Fig. 1: cell area per tile
Scale: 2 px per micron. The die is cut into 13 by 27 equal tiles; black is low, pale yellow is high, 0 to 100% covered.
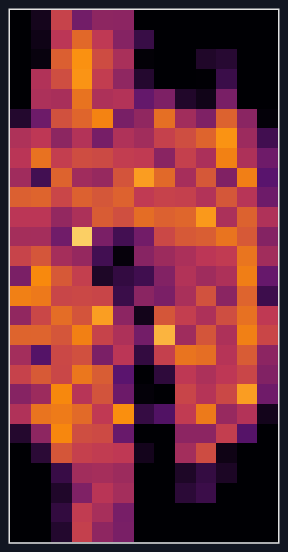
Fig. 2: clock routing
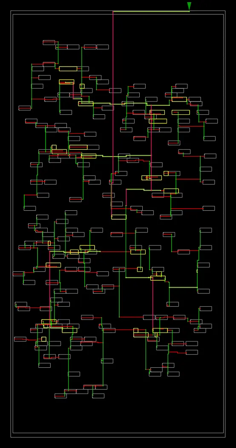
Fig. 3: sequential cells grouped by signal name
Scale: 2 px per micron. Other sequential cells in the stronger grey, the rest of the logic in the fainter grey.
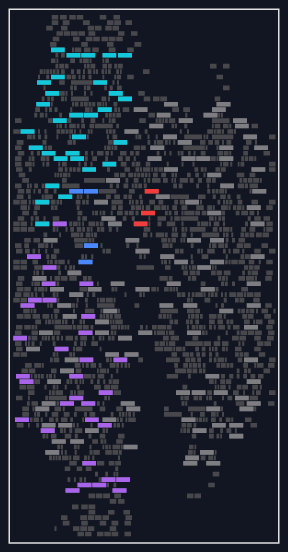
Fig. 4: met2 routing
Scale: 2 px per micron.
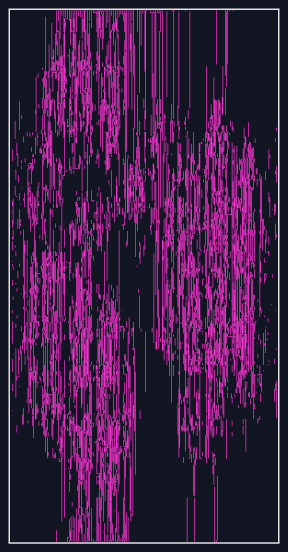
<file path="config.mk">
export PLATFORM = sky130hd
export DESIGN_NAME = rv_lsu
export DESIGN_NICKNAME = d
export VERILOG_FILES = /design/src/rtl/rv_lsu.sv
export SDC_FILE = /design/constraint.sdc
export NUM_CORES = 1
export LEC_CHECK = 0
export CAP_MARGIN = 20
export CORE_ASPECT_RATIO = 2
export CORE_UTILIZATION = 30
export CTS_CLUSTER_DIAMETER = 40
export DETAILED_ROUTE_END_ITERATION = 8
export GPL_ROUTABILITY_DRIVEN = 0
export PLACE_DENSITY = 0.6
export SETUP_SLACK_MARGIN = 0.2
export SLEW_MARGIN = 5
export SYNTH_ARGS = -nofsm -noshare
export SYNTH_HDL_FRONTEND = slang
export SYNTH_SLANG_ARGS = --single-unit
</file>
<file path="constraint.sdc">
create_clock -name clk -period 8.3 [get_ports clk]
set_clock_uncertainty 0.2 [all_clocks]
set_input_delay 2.49 -clock clk [delete_from_list [all_inputs] [get_ports clk]]
set_output_delay 2.49 -clock clk [all_outputs]
set_load 0.01 [all_outputs]
</file>
<file path="src/rtl/rv_lsu.sv">
// rtl/rv_lsu.sv - RV32I load/store unit bridging CPU byte accesses onto an aligned memory bus
//
// Accepts one load/store at a time, splits word-crossing accesses into two
// aligned bus beats (or faults them when ALLOW_MISALIGNED = 0), positions
// store data on the byte lanes, and reassembles/extends load data.
//
// Ports:
//   clk, reset                 clock, synchronous active-high reset
//   req_valid/req_ready        CPU request handshake (ready only in IDLE)
//   req_write, req_funct3      access kind and RV32I funct3 size/sign encoding
//   req_addr, req_wdata        byte address, right-aligned store data
//   rsp_valid                  one-cycle completion pulse
//   rsp_rdata, rsp_fault       extended load data / fault flag, held until next response
//   mem_req_valid/mem_req_ready  bus beat handshake
//   mem_addr, mem_wmask, mem_wdata  aligned beat address, lane strobes, lane data
//   mem_rvalid, mem_rdata      in-order read data return
module rv_lsu #(
  parameter int DATA_W           = 32,
  parameter int ALLOW_MISALIGNED = 1
) (
  input  logic                clk,
  input  logic                reset,
  input  logic                req_valid,
  output logic                req_ready,
  input  logic                req_write,
  input  logic [2:0]          req_funct3,
  input  logic [31:0]         req_addr,
  input  logic [31:0]         req_wdata,
  output logic                rsp_valid,
  output logic [31:0]         rsp_rdata,
  output logic                rsp_fault,
  output logic                mem_req_valid,
  input  logic                mem_req_ready,
  output logic [31:0]         mem_addr,
  output logic [DATA_W/8-1:0] mem_wmask,
  output logic [DATA_W-1:0]   mem_wdata,
  input  logic                mem_rvalid,
  input  logic [DATA_W-1:0]   mem_rdata
);

  localparam int BYTES = DATA_W / 8;
  localparam int OFF_W = $clog2(BYTES);

  typedef enum logic [2:0] {
    S_IDLE,
    S_ISSUE0,
    S_WAIT0,
    S_ISSUE1,
    S_WAIT1,
    S_RESP
  } state_t;

  // Access size in bytes from funct3[1:0]
  function automatic logic [3:0] size_of(input logic [2:0] f3);
    case (f3[1:0])
      2'd0:    size_of = 4'd1;
      2'd1:    size_of = 4'd2;
      default: size_of = 4'd4;
    endcase
  endfunction

  function automatic logic is_illegal(input logic wr, input logic [2:0] f3);
    if (wr) is_illegal = (f3 > 3'd2);
    else    is_illegal = (f3 == 3'd3) || (f3 == 3'd6) || (f3 == 3'd7);
  endfunction

  // Number of access bytes that fit in the first beat
  function automatic logic [3:0] beat0_len(input logic [OFF_W-1:0] off, input logic [3:0] size);
    logic [3:0] room;
    room = 4'(BYTES) - 4'(off);
    beat0_len = (size < room) ? size : room;
  endfunction

  function automatic logic [BYTES-1:0] beat0_mask(input logic [OFF_W-1:0] off, input logic [3:0] size);
    for (int i = 0; i < BYTES; i++) begin
      beat0_mask[i] = (i >= int'(off)) && (i < int'(off) + int'(size));
    end
  endfunction

  function automatic logic [BYTES-1:0] beat1_mask(input logic [OFF_W-1:0] off, input logic [3:0] size);
    for (int i = 0; i < BYTES; i++) begin
      beat1_mask[i] = (i < int'(off) + int'(size) - BYTES);
    end
  endfunction

  function automatic logic [31:0] extend(input logic [2:0] f3, input logic [31:0] v);
    case (f3)
      3'd0:    extend = {{24{v[7]}}, v[7:0]};
      3'd1:    extend = {{16{v[15]}}, v[15:0]};
      3'd4:    extend = {24'd0, v[7:0]};
      3'd5:    extend = {16'd0, v[15:0]};
      default: extend = v;
    endcase
  endfunction

  state_t            state_q, state_d;
  logic              write_q, write_d;
  logic [2:0]        funct3_q, funct3_d;
  logic [OFF_W-1:0]  off_q, off_d;
  logic              cross_q, cross_d;
  logic [31:0]       wdata_q, wdata_d;
  logic [31:0]       asm_q, asm_d;
  logic              mem_req_valid_q, mem_req_valid_d;
  logic [31:0]       mem_addr_q, mem_addr_d;
  logic [BYTES-1:0]  mem_wmask_q, mem_wmask_d;
  logic [DATA_W-1:0] mem_wdata_q, mem_wdata_d;
  logic              rsp_valid_q, rsp_valid_d;
  logic [31:0]       rsp_rdata_q, rsp_rdata_d;
  logic              rsp_fault_q, rsp_fault_d;

  // Decode of the incoming request (used only on acceptance)
  logic [OFF_W-1:0]  req_off;
  logic [3:0]        req_size;
  logic              req_cross;
  logic              req_fault;
  assign req_off   = req_addr[OFF_W-1:0];
  assign req_size  = size_of(req_funct3);
  assign req_cross = (4'(req_off) + req_size) > 4'(BYTES);
  assign req_fault = is_illegal(req_write, req_funct3) || (req_cross && (ALLOW_MISALIGNED == 0));

  // Decode of the latched access
  logic [3:0]  cur_size;
  logic [3:0]  cur_n0;
  logic [31:0] ld_beat0;
  logic [31:0] ld_beat1;
  assign cur_size = size_of(funct3_q);
  assign cur_n0   = beat0_len(off_q, cur_size);
  // Beat 0 bytes land at the bottom of the assembly word; beat 1 bytes stack above them.
  assign ld_beat0 = 32'(mem_rdata >> {off_q, 3'b000});
  assign ld_beat1 = asm_q | (mem_rdata[31:0] << {cur_n0, 3'b000});

  always_comb begin
    state_d         = state_q;
    write_d         = write_q;
    funct3_d        = funct3_q;
    off_d           = off_q;
    cross_d         = cross_q;
    wdata_d         = wdata_q;
    asm_d           = asm_q;
    mem_req_valid_d = mem_req_valid_q;
    mem_addr_d      = mem_addr_q;
    mem_wmask_d     = mem_wmask_q;
    mem_wdata_d     = mem_wdata_q;
    rsp_valid_d     = 1'b0;
    rsp_rdata_d     = rsp_rdata_q;
    rsp_fault_d     = rsp_fault_q;

    case (state_q)
      S_IDLE: begin
        if (req_valid) begin
          write_d  = req_write;
          funct3_d = req_funct3;
          off_d    = req_off;
          cross_d  = req_cross;
          wdata_d  = req_wdata;
          asm_d    = 32'd0;
          if (req_fault) begin
            state_d     = S_RESP;
            rsp_valid_d = 1'b1;
            rsp_fault_d = 1'b1;
            rsp_rdata_d = 32'd0;
          end else begin
            state_d         = S_ISSUE0;
            mem_req_valid_d = 1'b1;
            mem_addr_d      = {req_addr[31:OFF_W], {OFF_W{1'b0}}};
            mem_wmask_d     = req_write ? beat0_mask(req_off, req_size) : '0;
            mem_wdata_d     = req_write ? (DATA_W'(req_wdata) << {req_off, 3'b000}) : '0;
          end
        end
      end

      S_ISSUE0: begin
        if (mem_req_ready) begin
          mem_req_valid_d = 1'b0;
          if (!write_q) begin
            state_d = S_WAIT0;
          end else if (cross_q) begin
            // Remaining upper store bytes start at lane 0 of the next bus word
            state_d         = S_ISSUE1;
            mem_req_valid_d = 1'b1;
            mem_addr_d      = mem_addr_q + 32'(BYTES);
            mem_wmask_d     = beat1_mask(off_q, cur_size);
            mem_wdata_d     = DATA_W'(wdata_q >> {cur_n0, 3'b000});
          end else begin
            state_d     = S_RESP;
            rsp_valid_d = 1'b1;
            rsp_fault_d = 1'b0;
            rsp_rdata_d = 32'd0;
          end
        end
      end

      S_WAIT0: begin
        if (mem_rvalid) begin
          asm_d = ld_beat0;
          if (cross_q) begin
            state_d         = S_ISSUE1;
            mem_req_valid_d = 1'b1;
            mem_addr_d      = mem_addr_q + 32'(BYTES);
            mem_wmask_d     = '0;
            mem_wdata_d     = '0;
          end else begin
            state_d     = S_RESP;
            rsp_valid_d = 1'b1;
            rsp_fault_d = 1'b0;
            rsp_rdata_d = extend(funct3_q, ld_beat0);
          end
        end
      end

      S_ISSUE1: begin
        if (mem_req_ready) begin
          mem_req_valid_d = 1'b0;
          if (write_q) begin
            state_d     = S_RESP;
            rsp_valid_d = 1'b1;
            rsp_fault_d = 1'b0;
            rsp_rdata_d = 32'd0;
          end else begin
            state_d = S_WAIT1;
          end
        end
      end

      S_WAIT1: begin
        if (mem_rvalid) begin
          asm_d       = ld_beat1;
          state_d     = S_RESP;
          rsp_valid_d = 1'b1;
          rsp_fault_d = 1'b0;
          rsp_rdata_d = extend(funct3_q, ld_beat1);
        end
      end

      S_RESP: begin
        state_d = S_IDLE;
      end

      default: begin
        state_d = S_IDLE;
      end
    endcase
  end

  always_ff @(posedge clk) begin
    if (reset) begin
      state_q         <= S_IDLE;
      write_q         <= 1'b0;
      funct3_q        <= 3'd0;
      off_q           <= '0;
      cross_q         <= 1'b0;
      wdata_q         <= 32'd0;
      asm_q           <= 32'd0;
      mem_req_valid_q <= 1'b0;
      mem_addr_q      <= 32'd0;
      mem_wmask_q     <= '0;
      mem_wdata_q     <= '0;
      rsp_valid_q     <= 1'b0;
      rsp_rdata_q     <= 32'd0;
      rsp_fault_q     <= 1'b0;
    end else begin
      state_q         <= state_d;
      write_q         <= write_d;
      funct3_q        <= funct3_d;
      off_q           <= off_d;
      cross_q         <= cross_d;
      wdata_q         <= wdata_d;
      asm_q           <= asm_d;
      mem_req_valid_q <= mem_req_valid_d;
      mem_addr_q      <= mem_addr_d;
      mem_wmask_q     <= mem_wmask_d;
      mem_wdata_q     <= mem_wdata_d;
      rsp_valid_q     <= rsp_valid_d;
      rsp_rdata_q     <= rsp_rdata_d;
      rsp_fault_q     <= rsp_fault_d;
    end
  end

  assign req_ready     = (state_q == S_IDLE);
  assign rsp_valid     = rsp_valid_q;
  assign rsp_rdata     = rsp_rdata_q;
  assign rsp_fault     = rsp_fault_q;
  assign mem_req_valid = mem_req_valid_q;
  assign mem_addr      = mem_addr_q;
  assign mem_wmask     = mem_wmask_q;
  assign mem_wdata     = mem_wdata_q;

endmodule

</file>
==> results.txt <==
run metrics: Worst-path clk slew=0.07 ns, DRC=0, Ys Warns=0, remaining global-route overflow=0, status=completed, Design Area, Final=0.0134 sq mm, P_seq=1170 uW, adder-cell area share of the yosys netlist=0.0148, net switching power=1490 uW, Logic inverters=18, comb_multi_in=1083, CP max FO=83, Max Cap Viol=0, n_diodes=0, RSZ-0062 raised after global routing=no, post-DP HPWL=28.5 mm, most frequent cells after synthesis=204 x nor2_1, 175 x dfxtp_1, 152 x nand2_1, Top FF cell, synth=dfxtp_1, total iterations of the first detailed-routing run=5, Log Warnings=29, CTS Buffer Depth=2, post-cts sizing count=0, PortBufs=206, P_int=2200 uW, ys cells=1398, part of the cycle the worst path needs=0.609, Highest Signal Layer=met4, vias in the first global route=11000, grt met3 use=0.0333, grt met1 use=0.240, total track usage=0.228, EDFF count, synth=0, worst slew pin tran=1.08 ns, Sequential Power Share=0.318
-- Fig. 1 (at the start) --
The mean over all tiles is 36%. The fullest tile reaches 90%. 2.8% of the tiles are over 75% full. 21% of the tiles are nearly empty.
fp_density: 0.305
post-layout util: 0.390
core area: 0.0344 sq mm

-- Fig. 2 (at the start) --
registers: 175
CTS Buf Count: 17
Late-Pin Clk Latency: 0.45 ns
clkbuf count: 20
# clock sinks: 175

-- Fig. 3 (at the start) --
`mem_addr`: in cyan, placed flops 30, where north-west. `mem_wdata`: in purple, placed flops 32. `mem_wmask`: in blue, placed flops 4. `state_q`: in red, placed flops 3.
register area: 0.00350 sq mm
sequential share of cell area: 0.261

-- Fig. 4 (at the start) --
The longest straight run is 95.7 microns. The layer holds 52% of the routed length. 1342 nets have wire on it.
Via Count: 11300
final wirelength: 40.9 mm
met2 usage: 0.415

No activity file was given, so power comes from the tool's default toggle rates.
